File: config.mk
export PLATFORM = sky130hd
export DESIGN_NAME = multicycle_core
export DESIGN_NICKNAME = d
export VERILOG_FILES = /design/src/rtl/cpu_pkg.sv /design/src/rtl/cpu_alu.sv /design/src/rtl/multicycle_core.sv
export SDC_FILE = /design/constraint.sdc
export NUM_CORES = 2
export LEC_CHECK = 0
export CAP_MARGIN = 20
export CORE_MARGIN = 10
export CORE_UTILIZATION = 41
export DETAILED_ROUTE_END_ITERATION = 8
export GPL_ROUTABILITY_DRIVEN = 0
export PLACE_DENSITY = 0.53
export SYNTH_ARGS = -nofsm -noshare
export SYNTH_HDL_FRONTEND = slang
export SYNTH_SLANG_ARGS = --single-unit
File: constraint.sdc
create_clock -name clk -period 36.5 [get_ports clk]
set_input_delay 3.65 -clock clk [delete_from_list [all_inputs] [get_ports clk]]
set_output_delay 3.65 -clock clk [all_outputs]
set_load 0.01 [all_outputs]
File: src/rtl/cpu_pkg.sv
// Shared definitions for the multi-cycle core: opcodes, instruction
// field positions, FSM state encoding and condition-flag bit indices.
package cpu_pkg;

    // Opcodes, instruction bits [31:27]
    localparam logic [4:0] OP_MOVSGPR  = 5'b00000;
    localparam logic [4:0] OP_MOV      = 5'b00001;
    localparam logic [4:0] OP_ADD      = 5'b00010;
    localparam logic [4:0] OP_SUB      = 5'b00011;
    localparam logic [4:0] OP_MUL      = 5'b00100;
    localparam logic [4:0] OP_AND      = 5'b00101;
    localparam logic [4:0] OP_OR       = 5'b00110;
    localparam logic [4:0] OP_XOR      = 5'b00111;
    localparam logic [4:0] OP_NOT      = 5'b01000;
    localparam logic [4:0] OP_STOREREG = 5'b01101;
    localparam logic [4:0] OP_STOREDIN = 5'b01110;
    localparam logic [4:0] OP_SENDDOUT = 5'b01111;
    localparam logic [4:0] OP_SENDREG  = 5'b10001;
    localparam logic [4:0] OP_JUMP     = 5'b10010;
    localparam logic [4:0] OP_JCARRY   = 5'b10011;
    localparam logic [4:0] OP_JZERO    = 5'b10100;
    localparam logic [4:0] OP_JNZERO   = 5'b10101;
    localparam logic [4:0] OP_HALT     = 5'b11011;

    // Instruction field positions
    localparam int OP_HI   = 31;
    localparam int OP_LO   = 27;
    localparam int RD_HI   = 26;
    localparam int RD_LO   = 22;
    localparam int RS1_HI  = 21;
    localparam int RS1_LO  = 17;
    localparam int IMM_BIT = 16;
    localparam int RS2_HI  = 15;
    localparam int RS2_LO  = 11;
    localparam int ISRC_HI = 15;
    localparam int ISRC_LO = 0;

    // Condition flag bit indices
    localparam int FLAG_Z = 0;
    localparam int FLAG_S = 1;
    localparam int FLAG_C = 2;
    localparam int FLAG_V = 3;

    typedef enum logic [2:0] {
        S_FETCH,
        S_DECODE,
        S_EXECUTE,
        S_MEMORY,
        S_WRITEBACK,
        S_HALT
    } state_e;

    // Ops whose ALU result updates the condition flags
    function automatic logic sets_flags(input logic [4:0] op);
        return op inside {OP_ADD, OP_SUB, OP_MUL, OP_AND,
                          OP_OR, OP_XOR, OP_NOT};
    endfunction

    // Ops whose GPR destination takes the registered ALU result
    function automatic logic alu_writes_gpr(input logic [4:0] op);
        return op inside {OP_MOV, OP_ADD, OP_SUB, OP_MUL,
                          OP_AND, OP_OR, OP_XOR, OP_NOT};
    endfunction

endpackage

File: src/rtl/cpu_alu.sv
// Combinational ALU for the multi-cycle core.
// Ports: a_i/b_i operands, op_i opcode; res_o low result, hi_o
// high half of the product (mul only), flags_o {V,C,S,Z}.
module cpu_alu
    import cpu_pkg::*;
#(
    parameter int DW = 16
) (
    input  logic [DW-1:0] a_i,
    input  logic [DW-1:0] b_i,
    input  logic [4:0]    op_i,
    output logic [DW-1:0] res_o,
    output logic [DW-1:0] hi_o,
    output logic [3:0]    flags_o
);

    logic [DW:0]     sum;
    logic [DW:0]     diff;
    logic [2*DW-1:0] prod;
    logic            carry;
    logic            ovf;

    always_comb begin
        sum   = {1'b0, a_i} + {1'b0, b_i};
        // diff[DW] is the unsigned borrow, i.e. a_i < b_i
        diff  = {1'b0, a_i} - {1'b0, b_i};
        prod  = {{DW{1'b0}}, a_i} * {{DW{1'b0}}, b_i};
        res_o = '0;
        hi_o  = '0;
        carry = 1'b0;
        ovf   = 1'b0;
        case (op_i)
            OP_MOV: res_o = b_i;
            OP_ADD: begin
                res_o = sum[DW-1:0];
                carry = sum[DW];
                ovf   = (a_i[DW-1] == b_i[DW-1]) &&
                        (sum[DW-1] != a_i[DW-1]);
            end
            OP_SUB: begin
                res_o = diff[DW-1:0];
                carry = diff[DW];
                ovf   = (a_i[DW-1] != b_i[DW-1]) &&
                        (diff[DW-1] != a_i[DW-1]);
            end
            OP_MUL: begin
                res_o = prod[DW-1:0];
                hi_o  = prod[2*DW-1:DW];
                carry = |prod[2*DW-1:DW];
            end
            OP_AND: res_o = a_i & b_i;
            OP_OR:  res_o = a_i | b_i;
            OP_XOR: res_o = a_i ^ b_i;
            OP_NOT: res_o = ~a_i;
            default: ;
        endcase
        flags_o         = '0;
        flags_o[FLAG_Z] = (res_o == '0);
        flags_o[FLAG_S] = res_o[DW-1];
        flags_o[FLAG_C] = carry;
        flags_o[FLAG_V] = ovf;
    end

endmodule

File: src/rtl/multicycle_core.sv
// Multi-cycle processor core: FETCH/DECODE/EXECUTE/MEMORY/WRITEBACK
// FSM with writable imem, dmem, GPR file, SGPR and condition flags.
// Ports: clk, sys_rst (async, high); din/din_valid/din_ready input
// handshake; dout/dout_valid output pulse; imem_we/imem_addr/
// imem_wdata program load; halted, pc status.
module multicycle_core
    import cpu_pkg::*;
#(
    parameter int DW         = 16,
    parameter int NREG       = 32,
    parameter int IMEM_DEPTH = 16,
    parameter int DMEM_DEPTH = 16
) (
    input  logic                          clk,
    input  logic                          sys_rst,
    input  logic [DW-1:0]                 din,
    input  logic                          din_valid,
    output logic                          din_ready,
    output logic [DW-1:0]                 dout,
    output logic                          dout_valid,
    input  logic                          imem_we,
    input  logic [$clog2(IMEM_DEPTH)-1:0] imem_addr,
    input  logic [31:0]                   imem_wdata,
    output logic                          halted,
    output logic [$clog2(IMEM_DEPTH)-1:0] pc
);

    localparam int IAW = $clog2(IMEM_DEPTH);
    localparam int DAW = $clog2(DMEM_DEPTH);
    localparam int RW  = (NREG > 1) ? $clog2(NREG) : 1;
    localparam logic [5:0] NREG_L = 6'(NREG);

    logic [31:0]   imem_q [IMEM_DEPTH];
    logic [DW-1:0] dmem_q [DMEM_DEPTH];
    logic [DW-1:0] gpr_q  [NREG];

    state_e        state_q;
    logic [IAW-1:0] pc_q;
    logic [31:0]   ir_q;
    logic [DW-1:0] a_q;
    logic [DW-1:0] b_q;
    logic [DW-1:0] res_q;
    logic [DW-1:0] hi_q;
    logic [DW-1:0] mem_q;
    logic [DW-1:0] sgpr_q;
    logic [DW-1:0] dout_q;
    logic [3:0]    flags_q;
    logic          din_ready_q;
    logic          dout_valid_q;
    logic          halted_q;

    // Decoded instruction fields
    logic [4:0]    op;
    logic [4:0]    rdst;
    logic [4:0]    rs1;
    logic [4:0]    rs2;
    logic          imm_mode;
    logic [15:0]   isrc;
    logic [DAW-1:0] daddr;
    logic [IAW-1:0] target;

    assign op       = ir_q[OP_HI:OP_LO];
    assign rdst     = ir_q[RD_HI:RD_LO];
    assign rs1      = ir_q[RS1_HI:RS1_LO];
    assign rs2      = ir_q[RS2_HI:RS2_LO];
    assign imm_mode = ir_q[IMM_BIT];
    assign isrc     = ir_q[ISRC_HI:ISRC_LO];
    assign daddr    = isrc[DAW-1:0];
    assign target   = isrc[IAW-1:0];

    // Register reads; indices beyond the file read as zero
    logic [DW-1:0] rs1_val;
    logic [DW-1:0] rs2_val;
    logic          rd_ok;

    always_comb begin
        rs1_val = '0;
        rs2_val = '0;
        if ({1'b0, rs1} < NREG_L) rs1_val = gpr_q[rs1[RW-1:0]];
        if ({1'b0, rs2} < NREG_L) rs2_val = gpr_q[rs2[RW-1:0]];
        rd_ok = ({1'b0, rdst} < NREG_L);
    end

    logic [DW-1:0] alu_res;
    logic [DW-1:0] alu_hi;
    logic [3:0]    alu_flags;

    cpu_alu #(
        .DW(DW)
    ) u_alu (
        .a_i    (a_q),
        .b_i    (b_q),
        .op_i   (op),
        .res_o  (alu_res),
        .hi_o   (alu_hi),
        .flags_o(alu_flags)
    );

    // Writeback selection and branch resolution
    logic          wb_en;
    logic [DW-1:0] wb_val;
    logic          jump_taken;
    logic [IAW-1:0] pc_next;

    always_comb begin
        wb_en      = alu_writes_gpr(op);
        wb_val     = res_q;
        jump_taken = 1'b0;
        case (op)
            OP_MOVSGPR: begin
                wb_en  = 1'b1;
                wb_val = sgpr_q;
            end
            OP_SENDREG: begin
                wb_en  = 1'b1;
                wb_val = mem_q;
            end
            OP_JUMP:   jump_taken = 1'b1;
            OP_JCARRY: jump_taken = flags_q[FLAG_C];
            OP_JZERO:  jump_taken = flags_q[FLAG_Z];
            OP_JNZERO: jump_taken = !flags_q[FLAG_Z];
            default: ;
        endcase
        pc_next = jump_taken ? target : pc_q + 1'b1;
    end

    // Data memory port; storedin writes only on the accepting cycle
    logic          dmem_we;
    logic [DW-1:0] dmem_wdata_d;

    always_comb begin
        dmem_we = (state_q == S_MEMORY) &&
                  ((op == OP_STOREREG) ||
                   (op == OP_STOREDIN && din_valid && din_ready_q));
        dmem_wdata_d = (op == OP_STOREDIN) ? din : a_q;
    end

    always_ff @(posedge clk) begin
        if (dmem_we) dmem_q[daddr] <= dmem_wdata_d;
    end

    // Host load port is independent of core state and reset
    always_ff @(posedge clk) begin
        if (imem_we) imem_q[imem_addr] <= imem_wdata;
    end

    always_ff @(posedge clk or posedge sys_rst) begin
        if (sys_rst) begin
            state_q      <= S_FETCH;
            pc_q         <= '0;
            ir_q         <= '0;
            a_q          <= '0;
            b_q          <= '0;
            res_q        <= '0;
            hi_q         <= '0;
            mem_q        <= '0;
            sgpr_q       <= '0;
            dout_q       <= '0;
            flags_q      <= '0;
            din_ready_q  <= 1'b0;
            dout_valid_q <= 1'b0;
            halted_q     <= 1'b0;
            for (int i = 0; i < NREG; i++) gpr_q[i] <= '0;
        end else begin
            dout_valid_q <= 1'b0;
            unique case (state_q)
                S_FETCH: begin
                    ir_q    <= imem_q[pc_q];
                    state_q <= S_DECODE;
                end
                S_DECODE: begin
                    a_q     <= rs1_val;
                    b_q     <= imm_mode ? isrc[DW-1:0] : rs2_val;
                    state_q <= S_EXECUTE;
                end
                S_EXECUTE: begin
                    res_q <= alu_res;
                    hi_q  <= alu_hi;
                    if (sets_flags(op)) flags_q <= alu_flags;
                    din_ready_q <= (op == OP_STOREDIN);
                    state_q     <= S_MEMORY;
                end
                S_MEMORY: begin
                    if (op == OP_STOREDIN) begin
                        // Stall here until the producer offers data
                        if (din_valid) begin
                            din_ready_q <= 1'b0;
                            state_q     <= S_WRITEBACK;
                        end
                    end else begin
                        if (op == OP_SENDDOUT) begin
                            dout_q       <= dmem_q[daddr];
                            dout_valid_q <= 1'b1;
                        end
                        if (op == OP_SENDREG) mem_q <= dmem_q[daddr];
                        state_q <= S_WRITEBACK;
                    end
                end
                S_WRITEBACK: begin
                    if (wb_en && rd_ok) gpr_q[rdst[RW-1:0]] <= wb_val;
                    if (op == OP_MUL) sgpr_q <= hi_q;
                    if (op == OP_HALT) begin
                        halted_q <= 1'b1;
                        state_q  <= S_HALT;
                    end else begin
                        pc_q    <= pc_next;
                        state_q <= S_FETCH;
                    end
                end
                S_HALT: state_q <= S_HALT;
                default: state_q <= S_FETCH;
            endcase
        end
    end

    assign din_ready  = din_ready_q;
    assign dout       = dout_q;
    assign dout_valid = dout_valid_q;
    assign halted     = halted_q;
    assign pc         = pc_q;

endmodule

Routing congestion map:
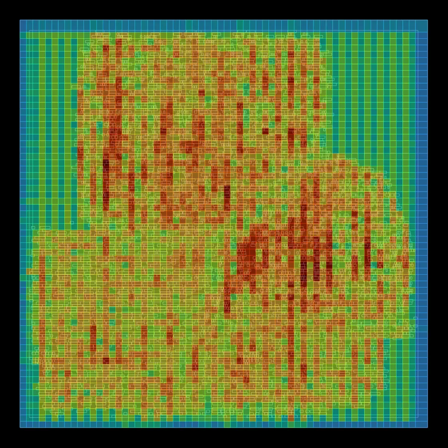
M2 GR Usage: 34.19%
Core Util, Final: 46.04%

Cell density map:
22 x 22 tiles, from white (low) to dark blue (high), 0 to 100% covered.
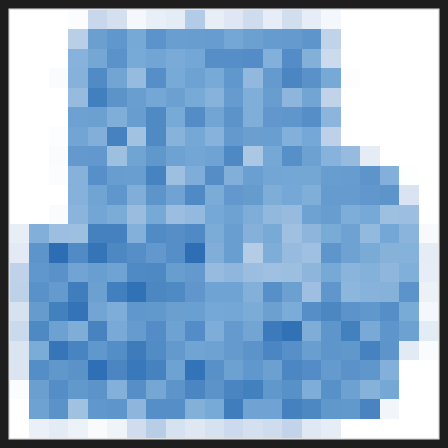
- nearly empty tiles: 18%
- fullest tile: 76%
- mean over tiles: 40%
- emptiest ninth of the die: upper right
- tiles over 75% full: 0.40%
fp util: 41.25%
Core Box Area: 176100 sq um

Metal 1:
Supply wires on this layer in grey.
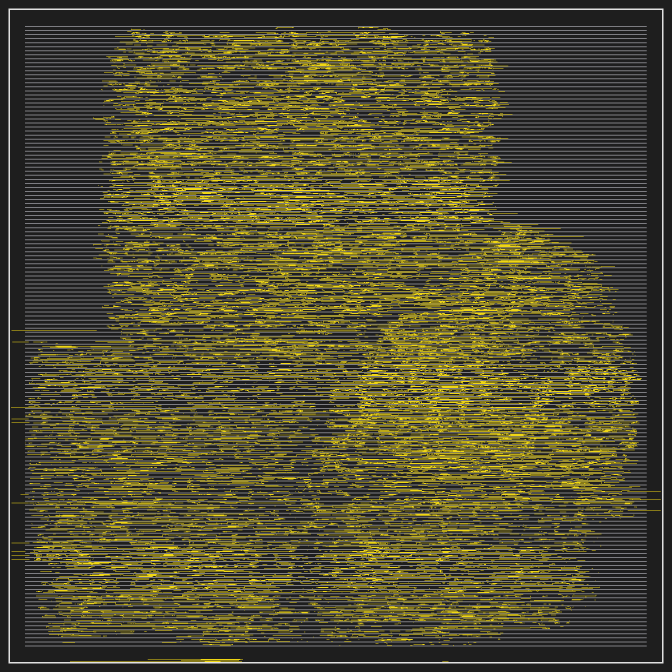
- wire length on this layer: 92.2 mm
- share of all routed wire: 44%
- longest straight run: 116 microns

Placement by cell class:
The bar under the picture is 100 microns long. Fill, decap, tap and diode cells in grey.
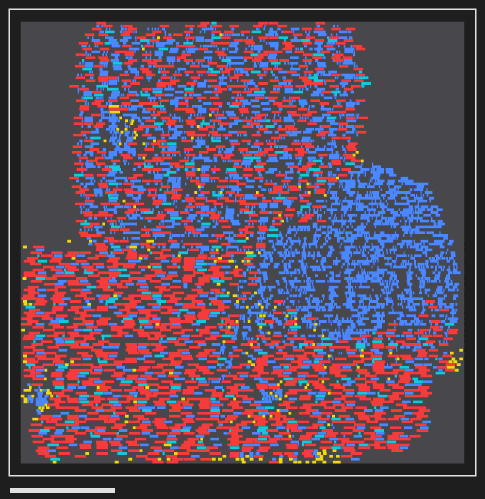
- red: registers (cells 1436; share of their area 51%)
- cyan: clock drivers and dummy loads (cells 277; share of their area 6.3%)
- blue: remaining logic cells (cells 3439; share of their area 40%)
- yellow: remaining buffers and delay cells (cells 209; share of their area 2.4%)
row count: 154
post-route cell area: 81080 sq um

==> results.py <==
# Metrics from the implementation run
metrics = {
    "critical_path": {
        "rr_startpoint": "a_q[8]",
        "reg2reg_slack_ns": 29.28,
        "critPathRequiredTime_ns": 37.19,
        "reg2reg_depth": 22,
        "critPathCaptureType": "flop",
        "path_common_cell": "fa_1",
    },
    "run_status": {
        "status": "finished clean",
    },
    "route": {
        "wl_per_cell_microns": 27.25,
        "routed_wl_microns": 210000,
        "drtIter0Drc": 4009,
        "final_antenna_net_count": 0,
        "detail_route.vias_per_cell": 5.761,
    },
    "clock_tree": {
        "cts.sinks": 1436,
        "cts_made_buffers": 156,
        "clk_latency_ns": 0.83,
        "htreeDepth": 4,
        "cts.repair.resized": 0,
        "clockBufferDepth": 3,
    },
    "synthesis": {
        "synth-edff-count": 768,
        "syn_avg_cell_area_sq_um": 13.79,
        "top_cells_by_count": "768 x edfxtp_1, 668 x dfrtp_1, 560 x mux4_2, 538 x nand2_1, 489 x nor2_1",
        "synth_cell_type_count": 88,
        "synth_area_leader_cell": "edfxtp_1",
        "synth-seq-cells": 1436,
        "yosys.cell_count.top_type": "edfxtp_1",
        "ff_type": "edfxtp_1",
        "netlist_area_sq_um": 72650,
    },
    "layout": {
        "comb_area_sq_um": 30510,
        "seq_area_sq_um": 39820,
        "drive_gt1_share_pct": 20.54,
        "final_common_cell": "edfxtp_1",
    },
    "final_timing": {
        "max-slew-margin-rel_pct": 25.21,
        "skew_ns": 0.06127,
        "whs_ns": 0.4805,
        "rsz0062_at_grt": "no",
        "worstMarginPinSlew_ns": 1.119,
        "fmax_mhz": 138.5,
        "setup_viol": 0,
        "final-hold-violation-count": 0,
    },
    "grt": {
        "met3_usage_pct": 3.302,
        "overflow": 0,
        "grt_pass1_vias": 45409,
        "grt_usage_pct": 21.64,
        "grt_use_met1_pct": 30.95,
    },
    "hold_path": {
        "hold_class": "flop to flop",
    },
    "flow_run": {
        "maxCapViolCount": 0,
    },
    "placed_design": {
        "dp.cells": 7421,
    },
    "die": {
        "die_w_microns": 441.0,
    },
}
-- state kept, by name, indices dropped and copies added (netlist names), 16 cells and up --
| register | count |
|---|---|
| hi_q | 16 |
| gpr_q | 512 |
| sgpr_q | 16 |
| dout | 16 |
| b_q | 16 |
| a_q | 16 |
| res_q | 16 |
| dmem_q | 256 |
| imem_q | 512 |
| mem_q | 16 |
| ir_q | 32 |
-- area by class of cell --
cell class	count	share of cell area (%)
multi-input combinational	3177	37.63
sequential	1436	49.11
antenna	5	0.01543
tap	2340	3.611
timing repair buffer	209	2.296
inverter	262	1.222
clock buffer	209	5.236
clock inverter	68	0.8765
-- worst min path at each step --
stage | from | endpoint | slack, ns
3_3_place_gp | hi_q[5] | hi_q[5] | 0.47
4_1_cts | hi_q[5] | hi_q[5] | 0.49
6_report | hi_q[5] | hi_q[5] | 0.48
2_1_floorplan | hi_q[10] | hi_q[10] | 0.45
3_5_place_dp | hi_q[5] | hi_q[5] | 0.47
5_1_grt | dout[13] | dout[13] | 0.52
-- cell families (layout without fill, tap and decap cells) --
group / after synthesis / count (layout) / share of synthesized area [%]
flip-flops: 1436 / 1436 / 54.75
AND/OR/NAND/NOR: 1208 / 1208 / 6.913
AND-OR/OR-AND: 903 / 903 / 7.004
multiplexers: 672 / 672 / 19.04
buffers and inverters: 657 / 748 / 3.716
adder cells (fa/ha/maj): 349 / 349 / 8.036
XOR/XNOR: 45 / 45 / 0.5425
other: 0 / 5 / 0
-- report_power, final --
part / leakage (nW) / total (mW) / switching, mW / internal, mW
sequential: 16.3 / 1.72 / 0.00225 / 1.72
combinational: 11.1 / 0.0427 / 0.0321 / 0.0106
clock: 2.40 / 1.54 / 0.668 / 0.872
total: 29.8 / 3.30 / 0.702 / 2.60
No activity file was given, so power comes from the tool's default toggle rates.
